### Cells by drive strength

The bar under the picture is 20 um long.
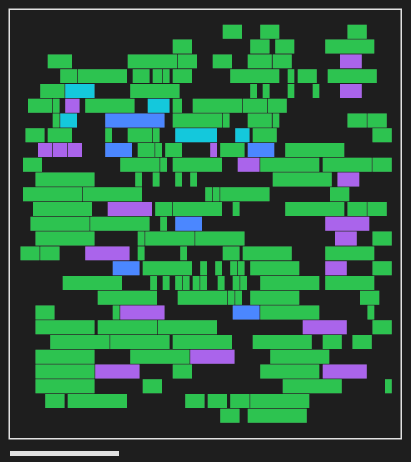
### Routed clock nets over the placement

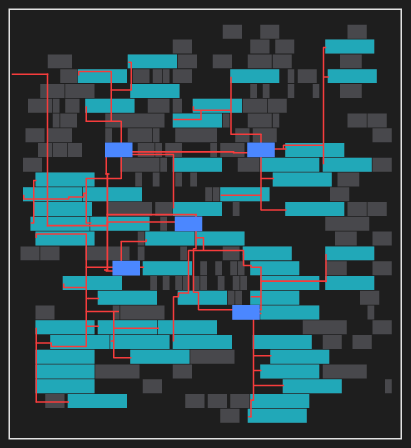
### Sequential cells grouped by signal name

The bar under the picture is 20 um long.
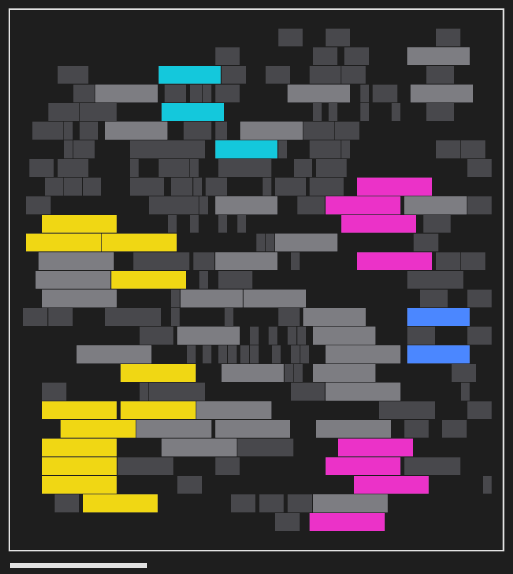
### Routed metal per tile

14 x 16 tiles, from dark blue (low) to red (high), scaled to the fullest tile. Values are wire area over tile area, all layers added.
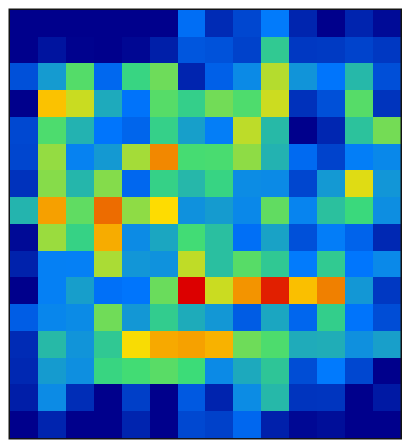
### Cell outlines without signal wires

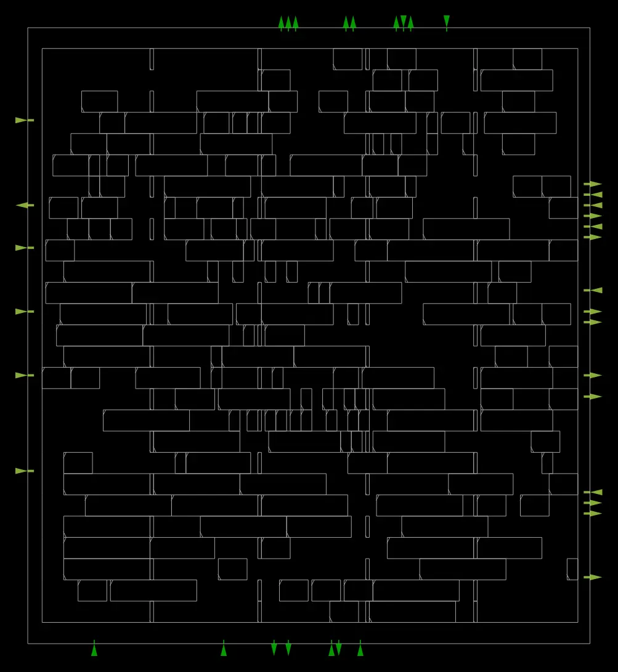
<file path="config.mk">
export PLATFORM = sky130hd
export DESIGN_NAME = dp_cmd_sequencer
export DESIGN_NICKNAME = d
export VERILOG_FILES = /design/src/rtl/dp_cmd_sequencer.sv
export SDC_FILE = /design/constraint.sdc
export NUM_CORES = 1
export LEC_CHECK = 0
export CAP_MARGIN = 25
export CELL_PAD_IN_SITES_DETAIL_PLACEMENT = 0
export CELL_PAD_IN_SITES_GLOBAL_PLACEMENT = 1
export CORE_ASPECT_RATIO = 1.1
export CORE_MARGIN = 1.5
export CORE_UTILIZATION = 43
export DETAILED_ROUTE_END_ITERATION = 8
export PLACE_DENSITY_LB_ADDON = 0.12
export RECOVER_POWER = 25
export SYNTH_ARGS = -nofsm -noshare
export SYNTH_HDL_FRONTEND = slang
export SYNTH_SLANG_ARGS = --single-unit
</file>
<file path="constraint.sdc">
create_clock -name clk -period 2.6 [get_ports clk]
set_input_delay 0.39 -clock clk [delete_from_list [all_inputs] [get_ports clk]]
set_output_delay 0.39 -clock clk [all_outputs]
set_load 0.01 [all_outputs]
</file>
<file path="src/rtl/dp_cmd_sequencer.sv">
`default_nettype none
// ============================================================================
// Module   : dp_cmd_sequencer
// Desc     : Command FIFO and go/done sequencer in front of the datapath CU.
//            Optional WAIT timeout with sticky err: define DPSEQ_TIMEOUT_EN.
// Revision : 1.0 - initial release
// ============================================================================
module dp_cmd_sequencer #(
   parameter int DEPTH   = 4,
   parameter int TIMEOUT = 64
) (
   input  logic                    clk,
   input  logic                    rst_n,
   input  logic                    cmd_valid,
   output logic                    cmd_ready,
   input  logic [1:0]              cmd_op,
   input  logic [2:0]              cmd_in1,
   input  logic [2:0]              cmd_in2,
   output logic                    go,
   output logic [1:0]              op,
   output logic [2:0]              in1,
   output logic [2:0]              in2,
   input  logic                    done,
   input  logic [2:0]              result,
   output logic                    res_valid,
   output logic [2:0]              res_data,
   output logic [1:0]              res_op,
   input  logic                    res_ready,
   output logic                    busy,
   output logic [$clog2(DEPTH):0]  count,
   output logic                    err
);

   localparam int                  c_PTR_W = $clog2(DEPTH);
   localparam logic [c_PTR_W:0]    c_FULL  = (c_PTR_W + 1)'(DEPTH);

   typedef enum logic [1:0] {
      S_IDLE  = 2'd0,
      S_ISSUE = 2'd1,
      S_WAIT  = 2'd2,
      S_HOLD  = 2'd3
   } state_t;

   generate
      if (DEPTH < 2 || (DEPTH & (DEPTH - 1)) != 0) begin : g_bad_depth
         $error("dp_cmd_sequencer: DEPTH must be a power of 2 and at least 2");
      end
      if (TIMEOUT < 1) begin : g_bad_timeout
         $error("dp_cmd_sequencer: TIMEOUT must be at least 1");
      end
   endgenerate

   state_t               r_state;
   state_t               w_next;
   logic [1:0]           r_mem_op  [DEPTH];
   logic [2:0]           r_mem_in1 [DEPTH];
   logic [2:0]           r_mem_in2 [DEPTH];
   logic [c_PTR_W-1:0]   r_wr_ptr;
   logic [c_PTR_W-1:0]   r_rd_ptr;
   logic [c_PTR_W:0]     r_count;
   logic [1:0]           r_op;
   logic [2:0]           r_in1;
   logic [2:0]           r_in2;
   logic [2:0]           r_res_data;
   logic [1:0]           r_res_op;
   logic                 w_push;
   logic                 w_pop;
   logic                 w_capture;
   logic                 w_timeout;

   assign cmd_ready = (r_count != c_FULL);
   assign w_push    = cmd_valid && cmd_ready;
   assign w_pop     = (r_state == S_IDLE) && (r_count != '0);
   assign w_capture = (r_state == S_WAIT) && done;

   // Storage needs no reset: occupancy alone decides what is readable.
   always_ff @(posedge clk) begin
      if (w_push) begin
         r_mem_op[r_wr_ptr]  <= cmd_op;
         r_mem_in1[r_wr_ptr] <= cmd_in1;
         r_mem_in2[r_wr_ptr] <= cmd_in2;
      end
   end

   always_ff @(posedge clk or negedge rst_n) begin
      if (!rst_n) begin
         r_wr_ptr <= '0;
         r_rd_ptr <= '0;
         r_count  <= '0;
      end else begin
         if (w_push) r_wr_ptr <= r_wr_ptr + 1'b1;
         if (w_pop)  r_rd_ptr <= r_rd_ptr + 1'b1;
         case ({w_push, w_pop})
            2'b10:   r_count <= r_count + 1'b1;
            2'b01:   r_count <= r_count - 1'b1;
            default: r_count <= r_count;
         endcase
      end
   end

   // Operands are latched only on pop, so they stay stable for the whole CU run.
   always_ff @(posedge clk or negedge rst_n) begin
      if (!rst_n) begin
         r_op       <= '0;
         r_in1      <= '0;
         r_in2      <= '0;
         r_res_data <= '0;
         r_res_op   <= '0;
      end else begin
         if (w_pop) begin
            r_op  <= r_mem_op[r_rd_ptr];
            r_in1 <= r_mem_in1[r_rd_ptr];
            r_in2 <= r_mem_in2[r_rd_ptr];
         end
         if (w_capture) begin
            r_res_data <= result;
            r_res_op   <= r_op;
         end
      end
   end

   always_ff @(posedge clk or negedge rst_n) begin
      if (!rst_n) r_state <= S_IDLE;
      else        r_state <= w_next;
   end

   always_comb begin
      w_next = r_state;
      case (r_state)
         S_IDLE:  if (r_count != '0) w_next = S_ISSUE;
         S_ISSUE: w_next = S_WAIT;
         S_WAIT: begin
            if (done)           w_next = S_HOLD;
            else if (w_timeout) w_next = S_IDLE;
         end
         S_HOLD:  if (res_ready) w_next = S_IDLE;
         default: w_next = S_IDLE;
      endcase
   end

`ifdef DPSEQ_TIMEOUT_EN
   localparam int                   c_TMO_W    = $clog2(TIMEOUT + 1);
   localparam logic [c_TMO_W-1:0]   c_TMO_LAST = c_TMO_W'(TIMEOUT - 1);

   logic [c_TMO_W-1:0]  r_tmo_cnt;
   logic                r_err;

   // done on the final WAIT cycle still wins because w_timeout requires !done.
   assign w_timeout = (r_state == S_WAIT) && !done && (r_tmo_cnt == c_TMO_LAST);

   always_ff @(posedge clk or negedge rst_n) begin
      if (!rst_n) begin
         r_tmo_cnt <= '0;
         r_err     <= 1'b0;
      end else begin
         if (r_state == S_ISSUE)     r_tmo_cnt <= '0;
         else if (r_state == S_WAIT) r_tmo_cnt <= r_tmo_cnt + 1'b1;
         if (w_timeout)              r_err     <= 1'b1;
      end
   end

   assign err = r_err;
`else
   assign w_timeout = 1'b0;
   assign err       = 1'b0;
`endif

   assign go        = (r_state == S_ISSUE);
   assign busy      = (r_state != S_IDLE);
   assign res_valid = (r_state == S_HOLD);
   assign op        = r_op;
   assign in1       = r_in1;
   assign in2       = r_in2;
   assign res_data  = r_res_data;
   assign res_op    = r_res_op;
   assign count     = r_count;

endmodule
`default_nettype wire

</file>
==> impl_table.tex <==
% Table of physical implementation metrics
\begin{tabular}{lr}
\hline
Metric & Value \\
\hline
\multicolumn{2}{l}{\textbf{Run status}} \\
Status & finished, final reports clean \\
\multicolumn{2}{l}{\textbf{Cells and area}} \\
Number of antenna diodes & 0 \\
Share of layout cells above drive strength 1 & 0.164 \\
Post-layout nets & 209 \\
Dominant logic cell types in the final layout & sky130\_fd\_sc\_hd\_\_edfxtp\_1 (32), sky130\_fd\_sc\_hd\_\_clkdlybuf4s50\_1 (31), sky130\_fd\_sc\_hd\_\_nand2\_1 (27) \\
Area growth syn-to-layout & 23.2\% \\
\multicolumn{2}{l}{\textbf{Critical path}} \\
Cell chain of the critical path & inv\_1 -> ha\_1 -> o31ai\_4 -> inv\_2 -> ha\_1 -> inv\_1 -> fa\_1 -> xor2\_1 -> nor2\_1 -> xor2\_1 \\
Cell with the largest stage delay on the worst path & sky130\_fd\_sc\_hd\_\_dfrtp\_1 \\
Required time reported for the critical path endpoint & 2.83 ns \\
CP max FO & 10 \\
Delay of the slowest critical-path stage & 0.41 ns \\
Nature of the critical path endpoint & flop \\
Count of buffering cells on the critical path with inverters included & 3 \\
Category of the most critical setup path & flop to flop \\
Kind of start point of the critical path & flop \\
\multicolumn{2}{l}{\textbf{STA}} \\
Highest clock frequency the design can meet & 0.445 GHz \\
Tightest Pin Transition & 1.23 ns \\
Unrepaired setup endpoints after global routing & false \\
Final critical delay including setup and external delays & 2.25 ns \\
Clk\_skew & 0.00419 ns \\
Final total negative setup slack & 0 ns \\
Final hold violation count & 0 \\
Max Transition Viols Final & 0 \\
Final setup violation count & 0 \\
Worst slew slack as a fraction of its limit & 0.182 \\
Worst Hold Margin & 0.508 ns \\
\multicolumn{2}{l}{\textbf{Route}} \\
Mean number of vias per cell & 5.02 \\
Number of detailed-routing iterations run before antenna repair & 4 \\
Number of nets with antenna violations after routing & 0 \\
\multicolumn{2}{l}{\textbf{Logic synthesis}} \\
Summed standard-cell area reported by yosys & 2250 um\^{}2 \\
Mapped Nets & 169 \\
Share of the yosys chip area belonging to registers & 0.673 \\
Mean Syn Cell Area & 15.8 um\^{}2 \\
Ys flop type & sky130\_fd\_sc\_hd\_\_edfxtp\_1 \\
Largest cells by area after synthesis & sky130\_fd\_sc\_hd\_\_edfxtp\_1 (43\%), sky130\_fd\_sc\_hd\_\_dfrtp\_1 (24\%), sky130\_fd\_sc\_hd\_\_mux4\_2 (8.0\%), sky130\_fd\_sc\_hd\_\_ha\_1 (5.6\%), sky130\_fd\_sc\_hd\_\_nand2\_1 (4.5\%) \\
Top cell types by occurrence after synthesis & sky130\_fd\_sc\_hd\_\_edfxtp\_1 (32), sky130\_fd\_sc\_hd\_\_nand2\_1 (27), sky130\_fd\_sc\_hd\_\_dfrtp\_1 (22) \\
Count of flip-flops with a built-in enable after synthesis & 32 \\
Count of cell types in the netlist & 25 \\
Synthesized cell area & 2250 um\^{}2 \\
Ys cells & 142 \\
FF+latch count, synth & 54 \\
Yosys top cell area share & 0.428 \\
\multicolumn{2}{l}{\textbf{CTS}} \\
H-tree depth & 2 \\
Clock edge transition at the registers on the reported setup and hold paths & 0.09 ns \\
Post-cts sizing count & 0 \\
Maximum count of clock buffers along a single path & 2 \\
TritonCTS clock tree & done \\
Clock latency at the later pin of the worst-skew pair & 0.30 ns \\
Number of buffers added to fix hold violations after cts & 0 \\
Count of buffers added by post-CTS timing repair for setup & 0 \\
Inserted Clock Buffers & 5 \\
CTS sink cnt & 54 \\
\multicolumn{2}{l}{\textbf{Power and ir drop}} \\
Total power consumption of the routed design & 3.23 mW \\
Static Leakage & 1.12 nW \\
Worst supply voltage drop on vdd & 0.000685 V \\
\multicolumn{2}{l}{\textbf{Floorplan}} \\
Y dimension of the die & 78.8 um \\
Width of the die & 71.9 um \\
Initial cell density of the core & 0.446 \\
Number of ports placed on the die boundary & 37 \\
Die Outline Area & 5670 um\^{}2 \\
\multicolumn{2}{l}{\textbf{Place}} \\
Worst slack at placement & 0.319 ns \\
Count of placed standard cells including taps & 233 \\
DP Area & 2660 um\^{}2 \\
HPWL after detailed placement & 2.78 mm \\
RD Place Congestion & 0.706 \\
\multicolumn{2}{l}{\textbf{Hold path}} \\
Type of the most critical hold path & flop to flop \\
\multicolumn{2}{l}{\textbf{Global routing}} \\
GRT Total Usage & 0.154 \\
First-pass GRT wire length & 6.27 mm \\
\multicolumn{2}{l}{\textbf{Job}} \\
Number of max-cap violations & 0 \\
\hline
\end{tabular}
-- 'Cells by drive strength' (at the start) --
colour	size	cells	share
blue	x6 and larger	6	3.3%
green	x1 and smaller	153	84%
purple	x2	19	10%
cyan	x3 and x4	5	2.7%
cell area after layout: 2770 um^2
non-clock buffer instance count of the final layout: 36
post-route worst setup slack: 0.353 ns

-- 'Routed clock nets over the placement' (at the start) --
[cyan] flip-flops | count: 54
[red] clock wires | length: 562 um
[blue] clock-net drivers | count: 5
routed clock nets	6

-- 'Sequential cells grouped by signal name' (at the start) --
colour	netlist name	flops
blue	res_op	2
magenta	r_mem_op	8
cyan	count	3
yellow	r_mem_in1	12
not coloured	29
sequential power: 1.44 mW
final core utilization: 0.550
Seq/total area: 0.546
Sequential cell area: 1510 um^2

-- 'Routed metal per tile' (at the start) --
nearly empty tiles	11%
mean over tiles	0.11
tiles over half the peak	23%
densest ninth of the die	centre

-- 'Cell outlines without signal wires' (at the start) --
# rows: 27
Flops: 54
Floorplan Core Area: 5030 um^2
Fill cells: 427
non-filler cells in the finished layout: 241

## sequential cells by signal, summed over array words and instances, names as in the netlist, 3 cells and up
signal     flops
r_mem_in1     12
res_data       3
r_mem_in2     12
in1            3
in2            3
r_mem_op       8
count          3
## area by class of cell
type / count / area (um^2) / area share
Tap cell: 58 / 72.6 / 0.0262
Sequential cell: 54 / 1510 / 0.546
Timing Repair Buffer: 36 / 354 / 0.128
Inverter: 12 / 45.0 / 0.0163
Clock inverter: 2 / 37.5 / 0.0136
Multi-Input combinational cell: 73 / 674 / 0.244
Clock buffer: 6 / 72.6 / 0.0262
## worst paths after layout
check / from / to / slack, ns / cells after the start
worst max-delay path: r_state[0] / count[2] / 0.35 / 10
worst min-delay path: in1[1] / in1[1] / 0.51 / 2
worst min register to register: in1[1] / in1[1] / 0.51 / 2
max in group asynchronous: rst_n / r_state[1] / 1.01 / 2
min in group asynchronous: rst_n / res_op[1] / 0.86 / 2
worst max register to register: r_state[0] / count[2] / 0.35 / 10
## metal layers
layer  wire [um]  global-route usage
met2        1990               0.251
met3         304              0.0520
met1        1490               0.196
met4          45              0.0453
met5           0                   0
## where the power goes
group,internal [mW],total (mW),switching [mW]
clock,0.287,0.544,0.257
sequential,1.20,1.44,0.236
combinational,0.696,1.25,0.559
total,2.18,3.23,1.05
## worst min-delay path, stage by stage, from the launching register on
cell,delay [ns]
sky130_fd_sc_hd__dfrtp_1,0.37
sky130_fd_sc_hd__nand2_1,0.06
sky130_fd_sc_hd__nand2_1,0.06
## cell families after synthesis
kind of cell | share of synthesized area
compound gates | 0.0161
flops | 0.673
mux | 0.121
fa+ha+maj | 0.0646
buf+inv | 0.0273
simple gates | 0.0729
other cells | 0.00167
xor+xnor | 0.0234
Power is estimated from default activity; no workload was simulated.
